class_map.png
Fill, decap, tap and diode cells in grey.
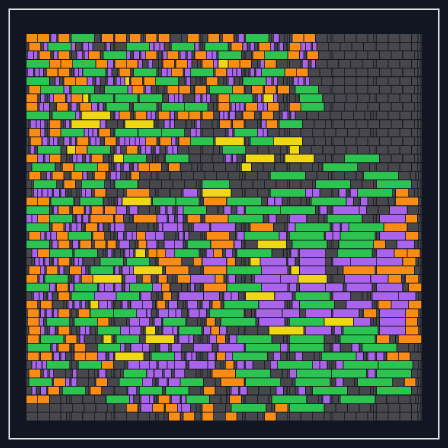
port_trees.png
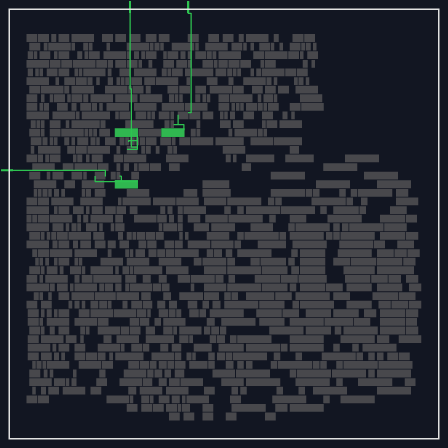
--- config.mk ---
export PLATFORM = sky130hd
export DESIGN_NAME = lif_layer_scheduler
export DESIGN_NICKNAME = d
export VERILOG_FILES = /design/src/rtl/lif_layer_scheduler.sv
export SDC_FILE = /design/constraint.sdc
export NUM_CORES = 1
export LEC_CHECK = 0
export CAP_MARGIN = 30
export CORE_MARGIN = 5
export CORE_UTILIZATION = 43
export DETAILED_ROUTE_END_ITERATION = 7
export PLACE_DENSITY = 0.78
export SLEW_MARGIN = 5
export SYNTH_ARGS = -nofsm -noshare
export SYNTH_HDL_FRONTEND = slang
export SYNTH_SLANG_ARGS = --single-unit
--- constraint.sdc ---
create_clock -name clk -period 1.8 [get_ports clk]
set_input_delay 0.27 -clock clk [delete_from_list [all_inputs] [get_ports clk]]
set_output_delay 0.27 -clock clk [all_outputs]
set_load 0.005 [all_outputs]
--- src/rtl/lif_layer_scheduler.sv ---
// lif_layer_scheduler
//   Time-multiplexes one shared LIF datapath across NEURONS virtual neurons
//   that form one layer. Each timestep it latches the layer's input spikes
//   and configuration. It then fetches every neuron's weight row over a
//   req/ack port and evaluates the datapath once per neuron. The new
//   membrane is written back into internal storage. Finally it publishes
//   the layer spike vector together with a one-cycle done pulse.
//
// Ports
//   clk, reset            clock, synchronous active-high reset
//   start_i, clear_i      begin a timestep / zero all membranes (IDLE only)
//   in_spikes_i, shift_i, threshold_i
//                         per-timestep inputs, sampled when start is accepted
//   busy_o, done_o        activity flag, end-of-timestep pulse
//   spikes_out_o          layer spikes of the last completed timestep
//   w_req_o, w_addr_o, w_ack_i, w_data_i
//                         weight row fetch port
//   dp_*_o / dp_*_i       shared LIF datapath interface (valid in EVAL)
//   mem_rd_addr_i, mem_rd_data_o
//                         combinational debug read of stored membranes
//
// state | meaning
// IDLE  | waiting for start/clear
// FETCH | w_req high, waiting for the weight row of neuron idx
// EVAL  | datapath evaluates neuron idx, membrane written back on the edge
// DONE  | done pulse, spikes_out already valid
module lif_layer_scheduler #(
    parameter int SYNAPSES       = 32,
    parameter int NEURONS        = 8,
    parameter int MEMBRANE_BITS  = $clog2(SYNAPSES) + 2,
    parameter int THRESHOLD_BITS = MEMBRANE_BITS - 1,
    parameter int IDX_BITS       = (NEURONS > 1) ? $clog2(NEURONS) : 1
) (
    input  logic                      clk,
    input  logic                      reset,
    input  logic                      start_i,
    input  logic                      clear_i,
    input  logic [SYNAPSES-1:0]       in_spikes_i,
    input  logic [2:0]                shift_i,
    input  logic [THRESHOLD_BITS-1:0] threshold_i,
    output logic                      busy_o,
    output logic                      done_o,
    output logic [NEURONS-1:0]        spikes_out_o,
    output logic                      w_req_o,
    output logic [IDX_BITS-1:0]       w_addr_o,
    input  logic                      w_ack_i,
    input  logic [SYNAPSES-1:0]       w_data_i,
    output logic [SYNAPSES-1:0]       dp_inputs_o,
    output logic [SYNAPSES-1:0]       dp_weights_o,
    output logic [2:0]                dp_shift_o,
    output logic [THRESHOLD_BITS-1:0] dp_threshold_o,
    output logic [MEMBRANE_BITS-1:0]  dp_last_membrane_o,
    input  logic [MEMBRANE_BITS-1:0]  dp_new_membrane_i,
    input  logic                      dp_is_spike_i,
    input  logic [IDX_BITS-1:0]       mem_rd_addr_i,
    output logic [MEMBRANE_BITS-1:0]  mem_rd_data_o
);

    typedef enum logic [1:0] {
        S_IDLE  = 2'd0,
        S_FETCH = 2'd1,
        S_EVAL  = 2'd2,
        S_DONE  = 2'd3
    } state_t;

    localparam logic [IDX_BITS-1:0] LAST_IDX  = IDX_BITS'(NEURONS - 1);
    localparam logic [IDX_BITS:0]   NEURONS_W = (IDX_BITS + 1)'(NEURONS);

    state_t                      state_q;
    logic [IDX_BITS-1:0]         idx_q;
    logic                        busy_q;
    logic                        done_q;
    logic                        w_req_q;
    logic [NEURONS-1:0]          spikes_out_q;
    logic [NEURONS-1:0]          spike_acc_q;
    logic [NEURONS-1:0]          spike_acc_d;
    logic [SYNAPSES-1:0]         inputs_q;
    logic [SYNAPSES-1:0]         weights_q;
    logic [2:0]                  shift_q;
    logic [THRESHOLD_BITS-1:0]   threshold_q;
    logic [MEMBRANE_BITS-1:0]    mem_q [NEURONS];

    // Accumulator including the spike being produced this cycle, so the last
    // neuron's result can go straight to spikes_out on its EVAL edge.
    always_comb begin
        spike_acc_d        = spike_acc_q;
        spike_acc_d[idx_q] = dp_is_spike_i;
    end

    always_ff @(posedge clk) begin
        if (reset) begin
            state_q      <= S_IDLE;
            idx_q        <= '0;
            busy_q       <= 1'b0;
            done_q       <= 1'b0;
            w_req_q      <= 1'b0;
            spikes_out_q <= '0;
            spike_acc_q  <= '0;
            inputs_q     <= '0;
            weights_q    <= '0;
            shift_q      <= '0;
            threshold_q  <= '0;
            for (int i = 0; i < NEURONS; i++) begin
                mem_q[i] <= '0;
            end
        end else begin
            done_q <= 1'b0;
            case (state_q)
                S_IDLE: begin
                    if (clear_i) begin
                        for (int i = 0; i < NEURONS; i++) begin
                            mem_q[i] <= '0;
                        end
                    end
                    if (start_i) begin
                        inputs_q    <= in_spikes_i;
                        shift_q     <= shift_i;
                        threshold_q <= threshold_i;
                        idx_q       <= '0;
                        spike_acc_q <= '0;
                        busy_q      <= 1'b1;
                        w_req_q     <= 1'b1;
                        state_q     <= S_FETCH;
                    end
                end
                S_FETCH: begin
                    if (w_ack_i) begin
                        weights_q <= w_data_i;
                        w_req_q   <= 1'b0;
                        state_q   <= S_EVAL;
                    end
                end
                S_EVAL: begin
                    mem_q[idx_q] <= dp_new_membrane_i;
                    spike_acc_q  <= spike_acc_d;
                    if (idx_q == LAST_IDX) begin
                        spikes_out_q <= spike_acc_d;
                        done_q       <= 1'b1;
                        state_q      <= S_DONE;
                    end else begin
                        idx_q   <= idx_q + 1'b1;
                        w_req_q <= 1'b1;
                        state_q <= S_FETCH;
                    end
                end
                S_DONE: begin
                    busy_q  <= 1'b0;
                    state_q <= S_IDLE;
                end
                default: begin
                    state_q <= S_IDLE;
                    busy_q  <= 1'b0;
                    w_req_q <= 1'b0;
                end
            endcase
        end
    end

    always_comb begin
        mem_rd_data_o = '0;
        if ({1'b0, mem_rd_addr_i} < NEURONS_W) begin
            mem_rd_data_o = mem_q[mem_rd_addr_i];
        end
    end

    assign busy_o             = busy_q;
    assign done_o             = done_q;
    assign spikes_out_o       = spikes_out_q;
    assign w_req_o            = w_req_q;
    assign w_addr_o           = idx_q;
    assign dp_inputs_o        = inputs_q;
    assign dp_weights_o       = weights_q;
    assign dp_shift_o         = shift_q;
    assign dp_threshold_o     = threshold_q;
    assign dp_last_membrane_o = mem_q[idx_q];

endmodule

==> run summary <==
fresh numbers from the pnr run: logic area 2930 um^2, Hold Fails Final Rpt 0, Peak Freq 463 MHz, Hold Path Class in -> reg, Critical Path Max Stage Delay 0.50 ns, wire per inst 17.4 um, status complete, but fails checks, Comb gates 423, failing checks negative setup slack, total wire length 18.4 mm, final net count 925, post-CTS resize count 92, Hold Crit Start reset, Synth Area per Inst 10.7 um^2, final setup margin -0.360 ns, reg-to-reg slack, setup 0.10 ns, Layout Utilization 65.0%, Fill cells 1,220, Setup Skew 0.00462 ns, Pwr Density 850 nW/um^2, dpl hpwl 13.0 mm, crit-path leading delay family multiplexers, yosys aoi share 9.54%, Period minus WS final 2.16 ns, Worst slew margin 56.0%, flip-flop and latch area 3690 um^2, Int Pwr 6.42 mW, bufs w/o clock 231, CP max FO 7, Setup-failing EPs final 14
Back to the opening pictures, class_map.png:
remaining buffers and delay cells -> orange  # cells 231
clock drivers and dummy loads -> yellow  # cells 32
remaining logic cells -> purple  # cells 428
registers -> green  # cells 156
Seq area share: 37.1%
# rows: 45

Back to the opening pictures, port_trees.png:
dp_shift_o -> green  # bits 3, direction output, edge 2 north, 1 west, end cells 3, buffers 3, wire 147 um
Ports: 190
PortBufs: 189

[through the flow]
stage	total power, mW	setup slack, ns
2_1_floorplan	4.38	0.0285
3_3_place_gp	5.04	-0.680
4_1_cts	8.52	-0.376
5_1_grt	8.80	-0.438
3_5_place_dp	5.06	-0.680
6_report	8.46	-0.360
[registers in the layout, indices dropped and copies added (netlist names), named ones only]
register,cells
mem_q,56
dp_inputs_o,32
dp_weights_o,32
spike_acc_q,8
spikes_out_o,8
dp_threshold_o,6
dp_shift_o,3
w_addr_o,3
state_q,2
busy_o,1
done_o,1
w_req_o,1
[synthesized netlist by cell type, types with 2 or more instances]
library cell,n
or3b_2,2
and4_1,2
nand2b_1,8
buf_1,4
dfxtp_1,100
edfxtp_1,56
o21ai_0,3
nand2_1,153
and3b_1,3
inv_1,5
buf_6,3
clkbuf_1,28
o31ai_1,2
nor2b_1,2
nor4_4,2
a22o_1,6
nand3b_1,3
o22ai_1,6
buf_2,12
nor3_4,2
and2_1,57
a21oi_1,79
mux2_2,14
a211oi_1,7
mux4_2,28
mux2i_1,7
nor3b_1,5
o2bb2ai_1,4
nand3_1,2
nor4_2,2
ha_1,2
nor2_1,12
[worst max-delay path by stage]
stage,startpoint,endpoint,slack [ns]
finish,flip-flop,dp_last_membrane_o[0],-0.36
floorplan,state_q[1],mem_q[2][0],0.03
global placement,mem_rd_addr_i[1],mem_rd_data_o[0],-0.68
CTS,flip-flop,dp_last_membrane_o[6],-0.38
global route,flip-flop,dp_last_membrane_o[0],-0.44
detailed placement,mem_rd_addr_i[1],mem_rd_data_o[6],-0.68
[routing by layer]
layer	vias to the layer above	global-route usage (%)	part of all wire (%)
met5	-	0	0
met4	0	6.55	1.8
met3	25	8.84	9.4
met2	168	35.5	53
met1	2558	21.9	36
li1	2617	-	-
Power figures rest on the tool's default switching activity, not on a simulated workload.
